==> src/rtl/ms_timer_pkg.sv <==
`default_nettype none
// ============================================================================
// Module      : ms_timer_pkg
// Description : Shared defaults, scheduler state encoding and duration-bus
//               slicing helper for the millisecond timer scheduler.
// Revision    : 1.0 - initial release
// ============================================================================
package ms_timer_pkg;

    localparam int NCH_DEFAULT = 4;
    localparam int CW_DEFAULT  = 16;

    typedef enum logic [1:0] {
        IDLE  = 2'd0,
        LOAD  = 2'd1,
        SWEEP = 2'd2
    } state_e;

    // Bit offset of channel ch's duration field in the flat duration bus
    function automatic int dur_lsb(input int ch, input int cw);
        return ch * cw;
    endfunction

endpackage
`default_nettype wire

==> src/rtl/ms_timer_sched_rr_arbiter.sv <==
`default_nettype none
// ============================================================================
// Module      : rr_arbiter
// Description : Round-robin arbiter. Grants the first requester at or after
//               the pointer; the pointer moves past the winner on advance.
// Revision    : 1.0 - initial release
// ============================================================================
module rr_arbiter
    import ms_timer_pkg::*;
#(
    parameter int NCH = NCH_DEFAULT
) (
    input  logic                     clk,
    input  logic                     rst,
    input  logic [NCH-1:0]           req,
    input  logic                     advance,
    output logic [NCH-1:0]           grant,
    output logic [$clog2(NCH)-1:0]   grant_idx
);

    localparam int PW = $clog2(NCH);

    logic [PW-1:0] ptr;
    logic [PW-1:0] pos;

    // Scan from the farthest candidate back to the pointer so the nearest wins
    always_comb begin
        grant     = '0;
        grant_idx = '0;
        pos       = '0;
        for (int k = NCH - 1; k >= 0; k--) begin
            pos = PW'((int'(ptr) + k) % NCH);
            if (req[pos]) begin
                grant      = '0;
                grant[pos] = 1'b1;
                grant_idx  = pos;
            end
        end
    end

    // Pointer moves to the channel after the one just granted
    always_ff @(posedge clk or posedge rst) begin
        if (rst) begin
            ptr <= '0;
        end else if (advance) begin
            ptr <= (grant_idx == PW'(NCH - 1)) ? '0 : grant_idx + PW'(1);
        end
    end

endmodule
`default_nettype wire

==> src/rtl/ms_timer_sched.sv <==
`default_nettype none
// ============================================================================
// Module      : ms_timer_sched
// Description : Shares one millisecond tick among NCH one-shot timers. Loads
//               arrive through a req/ack handshake; a sweep FSM decrements
//               every active counter with a single shared decrementer.
// Revision    : 1.0 - initial release
// ============================================================================
module ms_timer_sched
    import ms_timer_pkg::*;
#(
    parameter int NCH = NCH_DEFAULT,
    parameter int CW  = CW_DEFAULT
) (
    input  logic                clk,
    input  logic                rst,
    input  logic                tick_in,
    input  logic [NCH-1:0]      req,
    input  logic [NCH*CW-1:0]   dur,
    input  logic [NCH-1:0]      cancel,
    output logic [NCH-1:0]      ack,
    output logic [NCH-1:0]      busy,
    output logic [NCH-1:0]      done,
    output logic                overrun
);

    localparam int PW = $clog2(NCH);

    localparam logic [1:0] S_IDLE  = IDLE;
    localparam logic [1:0] S_LOAD  = LOAD;
    localparam logic [1:0] S_SWEEP = SWEEP;

    logic            tick_s1;
    logic            tick_s2;
    logic            tick_d;
    logic            tick_rise;
    logic            tick_pend;
    logic            enter_sweep;
    logic            load_req;

    logic [1:0]      state;
    logic [PW-1:0]   idx;
    logic [PW-1:0]   gsel;
    logic [NCH-1:0]  grant;
    logic [PW-1:0]   grant_idx;

    logic [CW-1:0]   cnt [NCH];
    logic [NCH-1:0]  active;
    logic [CW-1:0]   dur_ch [NCH];
    logic [CW-1:0]   load_dur;
    logic [CW-1:0]   dec_in;
    logic [CW-1:0]   dec_out;
    logic            dec_last;
    logic            sweep_hit;
    logic            load_now;

    for (genvar i = 0; i < NCH; i++) begin : g_dur
        assign dur_ch[i] = dur[dur_lsb(i, CW) +: CW];
    end

    // Two-flop synchroniser plus edge register on the ms square wave
    always_ff @(posedge clk or posedge rst) begin
        if (rst) begin
            tick_s1 <= 1'b0;
            tick_s2 <= 1'b0;
            tick_d  <= 1'b0;
        end else begin
            tick_s1 <= tick_in;
            tick_s2 <= tick_s1;
            tick_d  <= tick_s2;
        end
    end

    assign tick_rise   = tick_s2 & ~tick_d;
    assign enter_sweep = (state == S_IDLE) && tick_pend;
    assign load_req    = (state == S_IDLE) && !tick_pend && (|req);

    // Pending tick; an edge landing on an unconsumed tick is a lost tick
    always_ff @(posedge clk or posedge rst) begin
        if (rst) begin
            tick_pend <= 1'b0;
            overrun   <= 1'b0;
        end else begin
            tick_pend <= tick_rise | (tick_pend & ~enter_sweep);
            if (tick_rise && tick_pend && !enter_sweep) begin
                overrun <= 1'b1;
            end
        end
    end

    rr_arbiter #(
        .NCH       (NCH)
    ) u_arb (
        .clk       (clk),
        .rst       (rst),
        .req       (req),
        .advance   (load_req),
        .grant     (grant),
        .grant_idx (grant_idx)
    );

    // Scheduler: ticks take priority over loads; a sweep visits each channel once
    always_ff @(posedge clk or posedge rst) begin
        if (rst) begin
            state <= S_IDLE;
            idx   <= '0;
            gsel  <= '0;
            ack   <= '0;
        end else begin
            ack <= '0;
            case (state)
                S_IDLE: begin
                    if (tick_pend) begin
                        state <= S_SWEEP;
                        idx   <= '0;
                    end else if (|req) begin
                        state <= S_LOAD;
                        gsel  <= grant_idx;
                        ack   <= grant;
                    end
                end
                S_LOAD: begin
                    state <= S_IDLE;
                end
                S_SWEEP: begin
                    if (idx == PW'(NCH - 1)) begin
                        state <= S_IDLE;
                    end else begin
                        idx <= idx + PW'(1);
                    end
                end
                default: begin
                    state <= S_IDLE;
                end
            endcase
        end
    end

    // Shared decrementer for the channel under the sweep; never wraps below zero
    assign dec_in    = cnt[idx];
    assign dec_out   = (dec_in == '0) ? '0 : dec_in - CW'(1);
    assign dec_last  = (dec_in == CW'(1));
    assign sweep_hit = (state == S_SWEEP) && active[idx];
    assign load_now  = (state == S_LOAD) && !cancel[gsel];
    assign load_dur  = dur_ch[gsel];

    // Counter array; cancel is applied last so it overrides loads and expiries
    always_ff @(posedge clk or posedge rst) begin
        if (rst) begin
            for (int i = 0; i < NCH; i++) begin
                cnt[i] <= '0;
            end
            active <= '0;
            done   <= '0;
        end else begin
            done <= '0;
            if (sweep_hit) begin
                cnt[idx] <= dec_out;
                if (dec_last) begin
                    active[idx] <= 1'b0;
                    done[idx]   <= ~cancel[idx];
                end
            end
            if (load_now) begin
                cnt[gsel]    <= load_dur;
                active[gsel] <= (load_dur != '0);
                done[gsel]   <= (load_dur == '0);
            end
            for (int i = 0; i < NCH; i++) begin
                if (cancel[i]) begin
                    active[i] <= 1'b0;
                end
            end
        end
    end

    assign busy = active;

endmodule
`default_nettype wire
==> config.mk <==
export PLATFORM = sky130hd
export DESIGN_NAME = ms_timer_sched
export DESIGN_NICKNAME = d
export VERILOG_FILES = /design/src/rtl/ms_timer_pkg.sv /design/src/rtl/ms_timer_sched_rr_arbiter.sv /design/src/rtl/ms_timer_sched.sv
export SDC_FILE = /design/constraint.sdc
export NUM_CORES = 1
export LEC_CHECK = 0
export CORE_ASPECT_RATIO = 1.75
export CORE_MARGIN = 2
export CORE_UTILIZATION = 55
export DETAILED_ROUTE_END_ITERATION = 8
export HOLD_SLACK_MARGIN = 0.03
export PLACE_DENSITY = 0.82
export REMOVE_ABC_BUFFERS = 1
export SLEW_MARGIN = 30
export SYNTH_ARGS = -nofsm -noshare
export SYNTH_HDL_FRONTEND = slang
export SYNTH_HIERARCHICAL = 1
export SYNTH_SLANG_ARGS = --single-unit
==> constraint.sdc <==
create_clock -name clk -period 3.4 [get_ports clk]
set_input_delay 0.51 -clock clk [delete_from_list [all_inputs] [get_ports clk]]
set_output_delay 0.51 -clock clk [all_outputs]
set_load 0.02 [all_outputs]
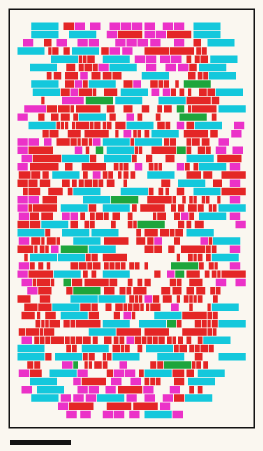
(run_1/cell_classes.png)
The bar under the picture is 20 um long.
| class | colour | cells | share of their area |
|---|---|---|---|
| flip-flops | cyan | 89 | 33% |
| other buffers and delay cells | magenta | 117 | 16% |
| all other logic | red | 416 | 47% |
| clock drivers and dummy loads | green | 16 | 4.1% |

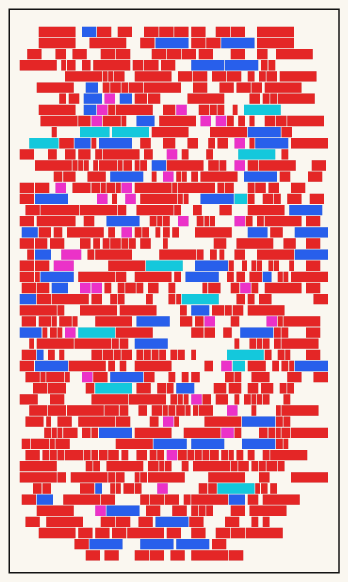
(run_1/drive_strength.png)
| size | colour | cells | share | most used |
|---|---|---|---|---|
| drive 6 and up | cyan | 13 | 2.0% | clkbuf_16 |
| drive 1 or less | red | 536 | 84% | dfrtp_1 |
| drive 2 | blue | 55 | 8.6% | mux4_2 |
| drive 3 to 4 | magenta | 34 | 5.3% | buf_4 |

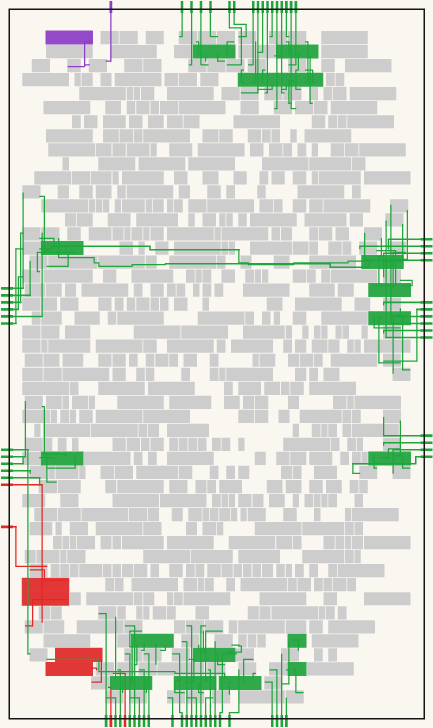
(run_1/port_nets.png)
| port | colour | bits | direction | edge | end cells | buffers | wire |
|---|---|---|---|---|---|---|---|
| `dur` | green | 64 | input | 23 south, 16 north, 14 east, 11 west | 17 | 64 | 1,360 um |
| `ack` | red | 4 | output | 2 west, 2 south | 4 | 4 | 93.8 um |
| `overrun` | purple | 1 | output | north | 1 | 1 | 20.9 um |
num ports: 88
PortBufs: 87

-- run 1: critical path, cell delays in order (launching register included) --
cell and delay [ns]:
dfrtp_1 0.78, mux4_2 0.50, inv_1 0.09, ha_1 0.14, inv_1 0.07, or3_1 0.46
or4_1 0.45, a21oi_1 0.40, o21ai_0 0.18
-- run 1: worst paths after layout --
| kind | startpoint | endpoint | slack, ns | cells past startpoint |
|---|---|---|---|---|
| min in group asynchronous | rst | u_arb/ptr[0] | 0.37 | 2 |
| max in group asynchronous | rst | cnt[36] | 2.07 | 3 |
| worst max register to register | idx[1] | cnt[58] | 0.16 | 8 |
| worst min-delay path | tick_s1 | tick_s2 | 0.36 | 0 |
| worst min register to register | tick_s1 | tick_s2 | 0.36 | 0 |
| worst max-delay path | idx[1] | cnt[58] | 0.16 | 8 |
==> results.toml, run 1 <==
# yosys + openroad results
[timing]
rsz0062_at_grt = "no"
max_slew_margin_pct = 46.2
max_freq_mhz = 309
skew_ns = 0.00795
fin_crit_ns = 3.24

[cts]
post_cts_resize_count = 0
clkLatencyLatePin_ns = 0.35
numClockSinks = 89
postCtsSetupBuffers = 0
path_clk_slew_ns = 0.07

[layout]
clk_share_pct = 3.99
layout_top_cells = "89 x dfrtp_1, 87 x clkdlybuf4s50_1, 60 x a21oi_1, 48 x o21ai_0, 35 x nor2_1"
final_common_cell = "dfrtp_1"
nNonClkInverters = 12
seq_area_share_pct = 31.9
largest_reg_flops = 64
nClkBuffers = 9
synthToLayoutAreaGrowth_pct = 25.2
buffers_excl_clock = 117
flops = 89

[logic_synthesis]
ys.flop_type = "dfrtp_1"
ys_types = 60
synth.largest_area_cell = "dfrtp_1"
synth_warnings = 6
ys_seq_elements = 89
synth.cell_area_sq_mm = 0.00558

[route]
drt_iter0_drc = 557
avgViaCountPerCell = 6.80
wl_met3_mm = 1.30
wl_mm = 17.3
wl_per_cell_um = 22.7

[worst_setup_path]
crit_path_end_kind = "flop"
critPathArrivalTime_ns = 3.44
required_ns = 3.61

[floorplanning]
core-area_sq_mm = 0.00985
floorplan.core_util_pct = 56.7
chip_area_sq_mm = 0.0110

[placement]
post-place-ws_ns = 0.238

[power_and_ir_drop]
p_clk_w = 0.000958
cellLeakagePower_nw = 2.88
p_int_w = 0.00345
power.density_mw_per_mm2 = 863

[status]
status = "completed"

[global_route]
grtUsageMet3_pct = 5.24
==> run 2: changes to the inputs <==
--- a/config.mk
+++ b/config.mk
@@ -12,6 +12,7 @@
 export HOLD_SLACK_MARGIN = 0.03
 export PLACE_DENSITY = 0.82
 export REMOVE_ABC_BUFFERS = 1
+export SKIP_LAST_GASP = 1
 export SLEW_MARGIN = 30
 export SYNTH_ARGS = -nofsm -noshare
 export SYNTH_HDL_FRONTEND = slang
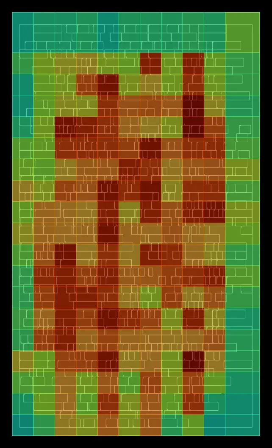
(run_2/final_congestion.png)
met1 Use GR: 38.0%
GRT met3 Usage: 5.24%
drt wl/cell: 22.7 um
gr usage total: 33.0%
Final Util: 71.0%

==> run 2 against run 1 <==
Critical path depth stayed put. First-iteration DRC count unchanged. Via count stayed put. Worst setup slack unchanged.
==> results.toml, run 2 <==
# yosys + openroad results
[status]
status = "completed"

[worst_setup_path]
worstSetupEndpoint = "cnt[58]"
r2r-end = "cnt[58]"
crit_path_frequent_cell = "inv_1"
critPathBufInv = 2
crit_family = "simple AND/OR/NAND/NOR gates"
critical_path_depth = 8
worst_path_max_delay_cell = "dfrtp_1"
cp_slowest_stage_delay_ns = 0.78
reg2reg_slack_ns = 0.16
required_ns = 3.61
reg2reg_from = "idx[1]"
r2r_cells = 8

[cts]
postCtsSetupBuffers = 0
clkLatencyLatePin_ns = 0.35
numClockSinks = 89

[layout]
synthToLayoutAreaGrowth_pct = 25.2
final_common_cell = "dfrtp_1"
largest_reg_flops = 64
layout_top_cells = "89 x dfrtp_1, 87 x clkdlybuf4s50_1, 60 x a21oi_1, 48 x o21ai_0, 35 x nor2_1"

[logic_synthesis]
ys_seq_elements = 89
synth.cell_area_sq_mm = 0.00558
ys_types = 60
synth_warnings = 6

[timing]
max_slew_margin_pct = 46.2
skew_ns = 0.00795
rsz0062_at_grt = "no"
fin_crit_ns = 3.24
max_freq_mhz = 309

[min_path]
hp-start = "tick_s1"
min_path_cells = 0
hold_end = "tick_s2"

[route]
wl_mm = 17.3
wl_met3_mm = 1.30
avgViaCountPerCell = 6.80

[floorplanning]
chip_area_sq_mm = 0.0110
core-area_sq_mm = 0.00985
pin_count = 88

[placement]
post-place-ws_ns = 0.238
port-buffer-count = 87
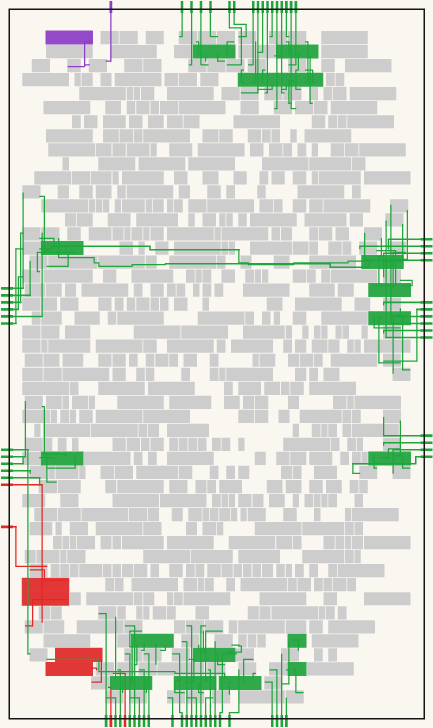
(run_2/port_nets.png)
| port | colour | bits | direction | edge | end cells | buffers | wire |
|---|---|---|---|---|---|---|---|
| `ack` | red | 4 | output | 2 west, 2 south | 4 | 4 | 93.8 um |
| `dur` | green | 64 | input | 23 south, 16 north, 14 east, 11 west | 17 | 64 | 1,360 um |
| `overrun` | purple | 1 | output | north | 1 | 1 | 20.9 um |

-- run 2: cell counts after synthesis --
No cell type changed its count.
-- run 2: logic make-up (layout without fill, tap and decap cells) --
kind of cell / Yosys count / count (layout) / synth area share (%)
mux: 51 / 51 / 17.6
buf+inv: 52 / 145 / 3.86
flops: 89 / 89 / 39.9
xor+xnor: 3 / 3 / 0.471
compound gates: 181 / 181 / 20.3
simple gates: 155 / 155 / 14.8
fa+ha+maj: 14 / 14 / 3.14
-- run 2: cell type report --
cell class / count / area (sq um) / share of cell area (%)
multi-input combinational: 404 / 3160 / 45.2
sequential: 89 / 2230 / 31.9
timing repair buffer: 117 / 1120 / 16.0
clock buffer: 9 / 225 / 3.22
tap: 125 / 156 / 2.24
clock inverter: 7 / 53.8 / 0.770
inverter: 12 / 46.3 / 0.662
